==> config.mk <==
export PLATFORM = sky130hd
export DESIGN_NAME = seg_scan_decoder
export DESIGN_NICKNAME = d
export VERILOG_FILES = /design/src/rtl/seg_scan_decoder.sv
export SDC_FILE = /design/constraint.sdc
export NUM_CORES = 1
export LEC_CHECK = 0
export CORE_MARGIN = 8
export CORE_UTILIZATION = 60
export CTS_BUF_LIST = sky130_fd_sc_hd__clkbuf_16
export DETAILED_ROUTE_END_ITERATION = 6
export GPL_ROUTABILITY_DRIVEN = 0
export PLACE_DENSITY_LB_ADDON = 0.08
export SYNTH_ARGS = -nofsm -noshare
export SYNTH_HDL_FRONTEND = slang
export SYNTH_SLANG_ARGS = --single-unit
==> constraint.sdc <==
create_clock -name clk -period 6.3 [get_ports clk]
set_input_delay 1.26 -clock clk [delete_from_list [all_inputs] [get_ports clk]]
set_output_delay 1.26 -clock clk [all_outputs]
set_load 0.01 [all_outputs]
==> src/rtl/seg_scan_decoder.sv <==
// seg_scan_decoder: snoops a multiplexed seven-segment dig/smg bus and rebuilds the six displayed
// BCD digits plus DP flags, publishing them one whole frame at a time. Define SEG_DEC_ERRCNT_EN for err_cnt.
module seg_scan_decoder #(
  parameter int unsigned STABLE_CYC  = 4,
  parameter int unsigned TIMEOUT_CYC = 65535
) (
  input  logic       clk,
  input  logic       rst_n,
  input  logic [5:0] dig,
  input  logic [7:0] smg,
  input  logic       err_clr,
  output logic [3:0] q0,
  output logic [3:0] q1,
  output logic [3:0] q2,
  output logic [3:0] q3,
  output logic [3:0] q4,
  output logic [3:0] q5,
  output logic [5:0] dp,
  output logic       frame_stb,
  output logic       alive,
  output logic       seg_err,
  output logic [7:0] err_cnt
);

  localparam int unsigned NDIG = 6;
  localparam int unsigned IW   = 14;
  localparam int unsigned SCW  = 8;
  localparam int unsigned TW   = 16;
  localparam logic [SCW-1:0] CAP_AT  = SCW'(STABLE_CYC - 1);
  localparam logic [TW-1:0]  TMO_LIM = TW'(TIMEOUT_CYC);

  logic [IW-1:0]  in_r;
  logic [SCW-1:0] stab_cnt;
  logic [TW-1:0]  tmo_cnt;
  logic [NDIG-1:0] seen;
  logic [NDIG-1:0] dp_sh;
  logic [3:0]      shadow [NDIG];
  logic [3:0]      qv     [NDIG];

  logic [NDIG-1:0] sel;
  logic [NDIG-1:0] sel_vec;
  logic [3:0]      code;
  logic            cap;
  logic            idle;
  logic            legal;
  logic            wr;
  logic            commit;
  logic            err_ev;
  logic [TW-1:0]   tmo_nxt;
  logic [3:0]      sh_byp [NDIG];
  logic [NDIG-1:0] dp_byp;

  function automatic logic [3:0] seg_decode(input logic [6:0] s);
    case (s)
      7'h7E:   return 4'd0;
      7'h30:   return 4'd1;
      7'h6D:   return 4'd2;
      7'h79:   return 4'd3;
      7'h33:   return 4'd4;
      7'h5B:   return 4'd5;
      7'h5F:   return 4'd6;
      7'h70:   return 4'd7;
      7'h7F:   return 4'd8;
      7'h7B:   return 4'd9;
      7'h00:   return 4'hE;
      default: return 4'hF;
    endcase
  endfunction

  // Capture qualification, decode and frame-completion detection
  always_comb begin
    sel     = ~in_r[IW-1:8];
    sel_vec = '0;
    for (int n = 0; n < NDIG; n++) begin
      sel_vec[n] = sel[NDIG-1-n];
    end
    cap     = (stab_cnt == CAP_AT);
    idle    = (sel == '0);
    legal   = !idle && ((sel & (sel - 6'd1)) == '0);
    code    = seg_decode(in_r[6:0]);
    wr      = cap && legal;
    commit  = wr && ((seen | sel_vec) == '1);
    err_ev  = cap && ((!idle && !legal) || (legal && (code == 4'hF)));
    dp_byp  = dp_sh;
    for (int n = 0; n < NDIG; n++) begin
      sh_byp[n] = sel_vec[n] ? code : shadow[n];
      if (sel_vec[n]) dp_byp[n] = in_r[7];
    end
    if (commit)              tmo_nxt = '0;
    else if (tmo_cnt == '1)  tmo_nxt = tmo_cnt;
    else                     tmo_nxt = tmo_cnt + TW'(1);
  end

  always_ff @(posedge clk) begin
    if (!rst_n) begin
      in_r      <= '0;
      stab_cnt  <= '0;
      tmo_cnt   <= '0;
      seen      <= '0;
      dp_sh     <= '0;
      dp        <= '0;
      frame_stb <= 1'b0;
      alive     <= 1'b0;
      seg_err   <= 1'b0;
      for (int n = 0; n < NDIG; n++) begin
        shadow[n] <= '0;
        qv[n]     <= '0;
      end
    end else begin
      in_r <= {dig, smg};
      if ({dig, smg} != in_r)    stab_cnt <= '0;
      else if (stab_cnt != '1)   stab_cnt <= stab_cnt + SCW'(1);

      if (wr) begin
        for (int n = 0; n < NDIG; n++) shadow[n] <= sh_byp[n];
        dp_sh <= dp_byp;
        seen  <= commit ? '0 : (seen | sel_vec);
      end

      // Publish the whole frame, bypassing the digit captured this cycle
      if (commit) begin
        for (int n = 0; n < NDIG; n++) qv[n] <= sh_byp[n];
        dp <= dp_byp;
      end
      frame_stb <= commit;

      tmo_cnt <= tmo_nxt;
      if (commit)                  alive <= 1'b1;
      else if (tmo_nxt >= TMO_LIM) alive <= 1'b0;

      if (err_ev)       seg_err <= 1'b1;
      else if (err_clr) seg_err <= 1'b0;
    end
  end

`ifdef SEG_DEC_ERRCNT_EN
  // An error coinciding with a clear restarts the count at one
  always_ff @(posedge clk) begin
    if (!rst_n)                err_cnt <= '0;
    else if (err_ev) begin
      if (err_clr)             err_cnt <= 8'd1;
      else if (err_cnt != '1)  err_cnt <= err_cnt + 8'd1;
    end else if (err_clr)      err_cnt <= '0;
  end
`else
  assign err_cnt = '0;
`endif

  assign q0 = qv[0];
  assign q1 = qv[1];
  assign q2 = qv[2];
  assign q3 = qv[3];
  assign q4 = qv[4];
  assign q5 = qv[5];

endmodule

Fig. 1: run 1, routed metal per tile
The bar under the picture is 20 µm long. 21 x 21 tiles, from black (low) to pale yellow (high), scaled to the fullest tile. Values are wire area over tile area, all layers added.
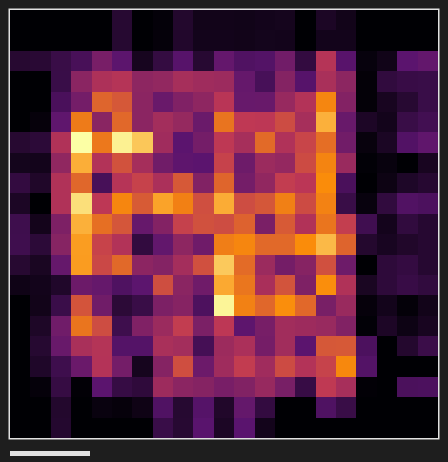
tiles over half the peak: 20%
mean over tiles: 0.15
emptiest ninth of the die: bottom left

Fig. 2: run 1, metal 2
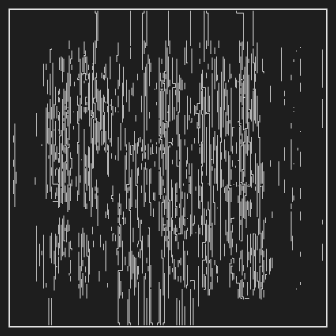
longest straight run: 41.0 µm
main direction: vertical
share of all routed wire: 50%
wire length on this layer: 5320 µm

Fig. 3: run 1, cell area per tile
The bar under the picture is 20 µm long. 11 x 11 tiles, from black (low) to pale yellow (high), 0 to 100% covered.
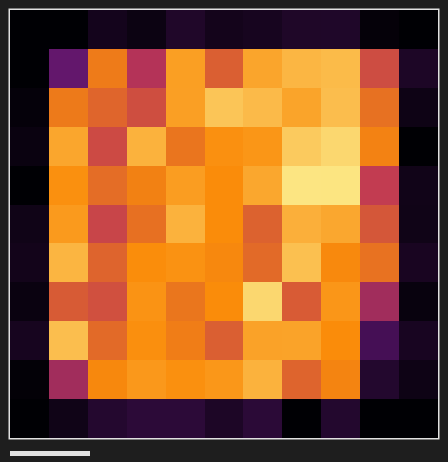
nearly empty tiles: 11%
tiles over 75% full: 33%
mean over tiles: 49%

==> results.rst, run 1 <==
Synthesis and place-and-route
=============================

.. list-table::
   :header-rows: 1

   * - Metric
     - Value
   * - Result of the run
     - complete, no violations
   * - Top logic cells by instance count in the layout
     - nor2_1, dfxtp_1, clkdlybuf4s50_1
   * - P_comb
     - 0.0927 mW
   * - Nonclk inv count
     - 13
   * - Crit path buffers/inverters
     - 2
   * - Number of max-cap violations
     - 0
   * - Met1 Track Usage GR
     - 22.82%
   * - Start point of the worst hold path
     - seen[4]
   * - Core area
     - 8093 µm²
   * - Detailed-route wire length on metal 1
     - 4642 µm
   * - Number of cells produced by synthesis
     - 510
   * - Hold bufs inserted after CTS
     - 0
   * - Biggest area consumer among synthesized cells
     - edfxtp_1
   * - CP Launch Type
     - primary input
   * - Logic depth of the worst setup path including buffers
     - 5
   * - Period minus WS final
     - 3.492 ns
   * - Detail Route met3 WL
     - 520 µm
   * - First-pass GRT wire length
     - 17460 µm
   * - VDD IR-drop max
     - 168.1 µV
   * - Leading power group
     - registers
   * - Hold Path Cell Cnt
     - 2
   * - Library cells used by synthesis
     - 52
   * - Seq area share
     - 45.81%
   * - Final non-clock buffer share
     - 8.962%
   * - Multi-input gates
     - 360
   * - Seq. pwr
     - 0.762 mW
   * - Mean routed wirelength per cell
     - 16.29 µm
   * - Clock tree buffer count of the final layout
     - 9
   * - Post-synth ARST share
     - 0%
   * - Port Buffers
     - 49
   * - Hold-critical path endpoint
     - seen[4]
   * - Most frequent cell after synthesis
     - nor2_1
   * - Multi-input logic area
     - 2103 µm²
   * - Worst slew margin relative to its limit
     - 23.28%
   * - Yosys warning tally
     - 0
   * - Detailed-route DRC error count
     - 0
   * - Power dissipated in the clock network
     - 0.558 mW
   * - Area of the die
     - 11400 µm²
   * - Data required, critical path
     - 6.35 ns
   * - Most common cell after layout, fill and taps aside
     - nor2_1
   * - Final worst hold slack
     - 0.4818 ns
   * - Placement Setup Slack
     - 2.429 ns
   * - Least-Margin Pin Slew
     - 1.151 ns
   * - Number of global-route vias before repair
     - 3600
   * - Post-route core utilization
     - 70.73%
   * - Busiest layer in global routing
     - met2
   * - Final-layout fill cell count
     - 658
   * - Later-pin clock latency in the skew report
     - 0.35 ns
   * - Leakage power summed over all cells
     - 2.133 nW
   * - Regs by FF count
     - qv: 24 flops, shadow: 24 flops, tmo_cnt: 16 flops
   * - Met3 usage
     - 2.699%
   * - Number of sequential cells in the layout
     - 107
   * - Total cells reported by yosys after synthesis
     - 510
   * - Non-Clock Buffer Count
     - 52
   * - Uppermost signal routing layer after detailed routing
     - met4
   * - Detailed router's first-iteration violation count
     - 131
   * - Sequential Area
     - 2623 µm²
   * - Number of storage elements in the synthesis netlist
     - 107
   * - Setup slack of the worst register-to-register path
     - 3.26 ns
   * - Power share of the clock group
     - 39.5%
   * - Antenna-violating nets left
     - 0
   * - Count of antenna diodes in the layout
     - 0
   * - Setup TNS
     - 0 ns
   * - Number of iterations in the first detailed-routing pass
     - 4
   * - Cell Int Power
     - 1.062 mW
   * - Delay of the slowest cell on the worst path
     - 0.92 ns
   * - Pin count of the biggest net entering global routing
     - 45
   * - Worst-path cell with the longest stage delay
     - or2_1
   * - Peak fanout along the critical path
     - 31
   * - Power per cell area
     - 246.8 nW/µm²
   * - Via/cell ratio
     - 5.776
   * - Placed cell count
     - 637
   * - Share of cell area taken by muxes after synthesis
     - 3.645%
   * - Core Util at FP
     - 61.09%
   * - Synth Area in Compound Gates
     - 9.112%
   * - Yosys Chip Area
     - 4943 µm²
   * - Floorplan die width
     - 106.8 µm
   * - Post_cts resized
     - 0
   * - Boundary Pins
     - 58
   * - DRT Wirelength
     - 10640 µm
   * - Part of the Yosys area used for sequential elements
     - 53.05%
   * - Capturing instance or port of the critical path
     - qv[3][1]
   * - Filler-free cell count of the finished design
     - 653
==> inputs of run 2 (changes only) <==
Settings changed: CORE_UTILIZATION 60 to 56.
Clock period 6.3 ns to 3.4 ns, I/O delays scaled along.
Fig. 4: run 2, metal 2
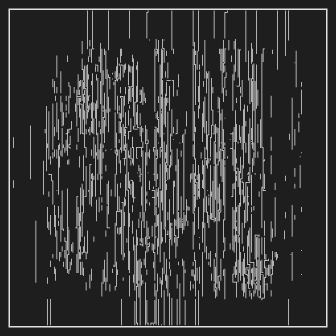
nets with wire on the layer: 486
wire length on this layer: 5350 µm

Fig. 5: run 2, routed metal per tile
The bar under the picture is 20 µm long. 22 x 22 tiles, from black (low) to pale yellow (high), scaled to the fullest tile. Values are wire area over tile area, all layers added.
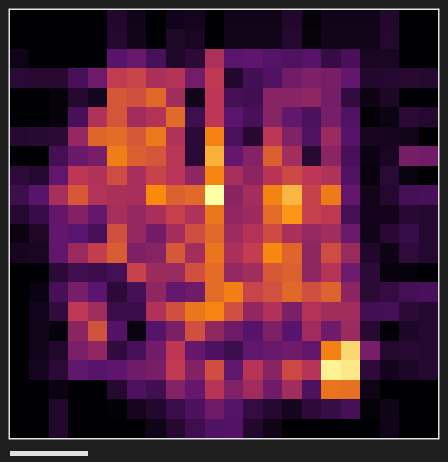
densest ninth of the die: middle
fullest tile: 0.56
tiles over half the peak: 16%
mean over tiles: 0.15
nearly empty tiles: 16%

==> run 2 against run 1 <==
  * Worst hold slack worse by 0.0025 ns
  * Synthesized area unchanged
  * Total power up 87%
  * Flip-flop count is the same
  * Combinational power grew 96%
  * Cell area rose by 1.4%
  * Wire length rose by 3.5%
  * Non-clock buffer count is 9 higher
  * Final cell count is 1.8% higher
  * Critical path depth increased by 2
  * Sequential share of layout area decreased by 0.62 points
  * Highest routed layer unchanged
  * Worst setup slack got worse by 2.2 ns
==> results.rst, run 2 <==
Synthesis and place-and-route
=============================

.. list-table::
   :header-rows: 1

   * - Metric
     - Value
   * - Result of the run
     - complete, no violations
   * - Most frequent cell after synthesis
     - nor2_1
   * - Final worst hold slack
     - 0.4793 ns
   * - Floorplan die width
     - 110.0 µm
   * - Yosys Chip Area
     - 4943 µm²
   * - Power share of the clock group
     - 39.7%
   * - Post_cts resized
     - 0
   * - Power dissipated in the clock network
     - 1.05 mW
   * - Boundary Pins
     - 58
   * - Post-route core utilization
     - 67.20%
   * - Period minus WS final
     - 2.786 ns
   * - Mean routed wirelength per cell
     - 16.56 µm
   * - Seq. pwr
     - 1.41 mW
   * - Non-Clock Buffer Count
     - 61
   * - Count of antenna diodes in the layout
     - 0
   * - DRT Wirelength
     - 11010 µm
   * - Setup slack of the worst register-to-register path
     - 0.61 ns
   * - Multi-input gate share of total cell area
     - 36.24%
   * - Filler-free cell count of the finished design
     - 665
   * - Gate family responsible for the most delay along the worst path
     - simple AND/OR/NAND/NOR gates
   * - Detailed-route DRC error count
     - 0
   * - Port Buffers
     - 49
   * - Capturing point of the worst reg2reg path
     - qv[1][3]
   * - Synth Area in Compound Gates
     - 9.112%
   * - Power per cell area
     - 454.3 nW/µm²
   * - Share of cell area taken by muxes after synthesis
     - 3.645%
   * - Cell Int Power
     - 2.027 mW
   * - Post-layout net count
     - 571
   * - Crit. End Element
     - flop
   * - Detail Route met3 WL
     - 612 µm
   * - Detailed router's first-iteration violation count
     - 242
   * - Number of sequential cells in the layout
     - 107
   * - Cell area after synthesis
     - 4943 µm²
   * - Number of enable-type register cells in the synthesized netlist
     - 48
   * - Clock tree buffer count of the final layout
     - 9
   * - Met1 Track Usage GR
     - 24.54%
   * - Pin count of the biggest net entering global routing
     - 45
   * - Multi-input gates
     - 360
   * - Peak fanout along the critical path
     - 21
   * - Antenna-violating nets left
     - 0
   * - Start point of the worst hold path
     - dp_sh[5]
   * - Number of cells produced by synthesis
     - 510
   * - Data required, critical path
     - 3.60 ns
   * - CTS H-Tree Depth
     - 3
   * - Largest cell class by area
     - registers
   * - Global route overflow
     - 0
   * - VDD IR-drop max
     - 302.7 µV
   * - Clock root buffer
     - clkbuf_16
   * - TritonCTS clock tree
     - yes
   * - Number of placement rows
     - 34
   * - Comb power frac
     - 6.9%
   * - Crit Reg-Reg Startpoint
     - stab_cnt[0]
   * - Core area
     - 8636 µm²
   * - Clock buffer depth
     - 2
   * - Crit path buffers/inverters
     - 1
   * - Most common cell after layout, fill and taps aside
     - nor2_1
   * - Sequential Area
     - 2623 µm²
   * - Top logic cells by instance count in the layout
     - nor2_1, dfxtp_1, clkdlybuf4s50_1
   * - Setup TNS
     - 0 ns
   * - Register-to-Register Path Depth
     - 7
   * - Launch point of the worst path
     - stab_cnt[0]
   * - Fraction of layout cells with a size suffix above 1
     - 7.002%
   * - Met3 usage
     - 3.341%
   * - Regs by FF count
     - qv: 24 flops, shadow: 24 flops, tmo_cnt: 16 flops
   * - Post-synth top cells
     - nor2_1, dfxtp_1, edfxtp_1, nand2_1, a21oi_1
   * - ClkCell Share
     - 5.175%
   * - Nonclk inv count
     - 13
   * - Worst-path cell with the longest stage delay
     - or2_1
   * - Layout Cell Area excl Fill
     - 5803 µm²
   * - Leading power group
     - registers
   * - Logic depth of the worst setup path including buffers
     - 7
   * - Tapcells
     - 108
   * - Number of global-route vias before repair
     - 3626
   * - Seq area share
     - 45.19%
   * - Least-Margin Pin Slew
     - 0.9562 ns
   * - Final-layout fill cell count
     - 698
   * - Placement Setup Slack
     - 0.6020 ns
   * - Clk pin slew, worst setup/hold paths
     - 0.07 ns
   * - Final period util
     - 81.94%
   * - Number of iterations in the first detailed-routing pass
     - 5
   * - FA/HA/MAJ Cells, Area Fraction
     - 0.7087%
   * - Capturing instance or port of the critical path
     - qv[1][3]
   * - Biggest area consumer among synthesized cells
     - edfxtp_1
   * - First-pass GRT wire length
     - 17910 µm
   * - Power Total
     - 2.637 mW
   * - DIE HEIGHT
     - 110.0 µm
   * - Placed cell count
     - 649
   * - Library cells used by synthesis
     - 52
   * - Overall routing resource usage
     - 18.74%
   * - Final number of hold-violating endpoints
     - 0
   * - Later-pin clock latency in the skew report
     - 0.34 ns
   * - Post-CTS repair timing setup buffer count
     - 0
   * - Number of max-cap violations
     - 0
   * - Hold Path Cell Cnt
     - 2
   * - Number of storage elements in the synthesis netlist
     - 107
   * - Final non-clock buffer share
     - 10.22%
   * - Core Util at FP
     - 57.24%
   * - Leakage power summed over all cells
     - 2.174 nW
   * - Hold bufs inserted after CTS
     - 0
   * - Area of the die
     - 12090 µm²
   * - Top comb family, area
     - simple AND/OR/NAND/NOR gates
   * - Count of clock tree sinks
     - 107
   * - Main area contributors
     - edfxtp_1, dfxtp_1, nor2_1
   * - Multi-input logic area
     - 2103 µm²
   * - Post-synth ARST share
     - 0%
   * - Total cells reported by yosys after synthesis
     - 510
   * - Detailed-route wire length on metal 1
     - 4878 µm
   * - Worst slew margin relative to its limit
     - 36.25%
   * - CP Launch Type
     - flop
   * - Signed area change from the synthesized netlist to the final layout
     - 17.39%
   * - Log Warnings
     - 26
   * - Mapped Avg Cell Area
     - 9.693 µm²
   * - Hold-critical path endpoint
     - dp_sh[5]
   * - Yosys warning tally
     - 0
   * - Part of the Yosys area used for sequential elements
     - 53.05%
   * - Delay of the slowest cell on the worst path
     - 0.59 ns
   * - P_comb
     - 0.182 mW
   * - Via/cell ratio
     - 5.738
   * - Initial antenna violation count
     - 0
   * - Dominant register cell
     - dfxtp_1
   * - Busiest layer in global routing
     - met2
   * - Uppermost signal routing layer after detailed routing
     - met4
Power figures rest on the tool's default switching activity, not on a simulated workload.
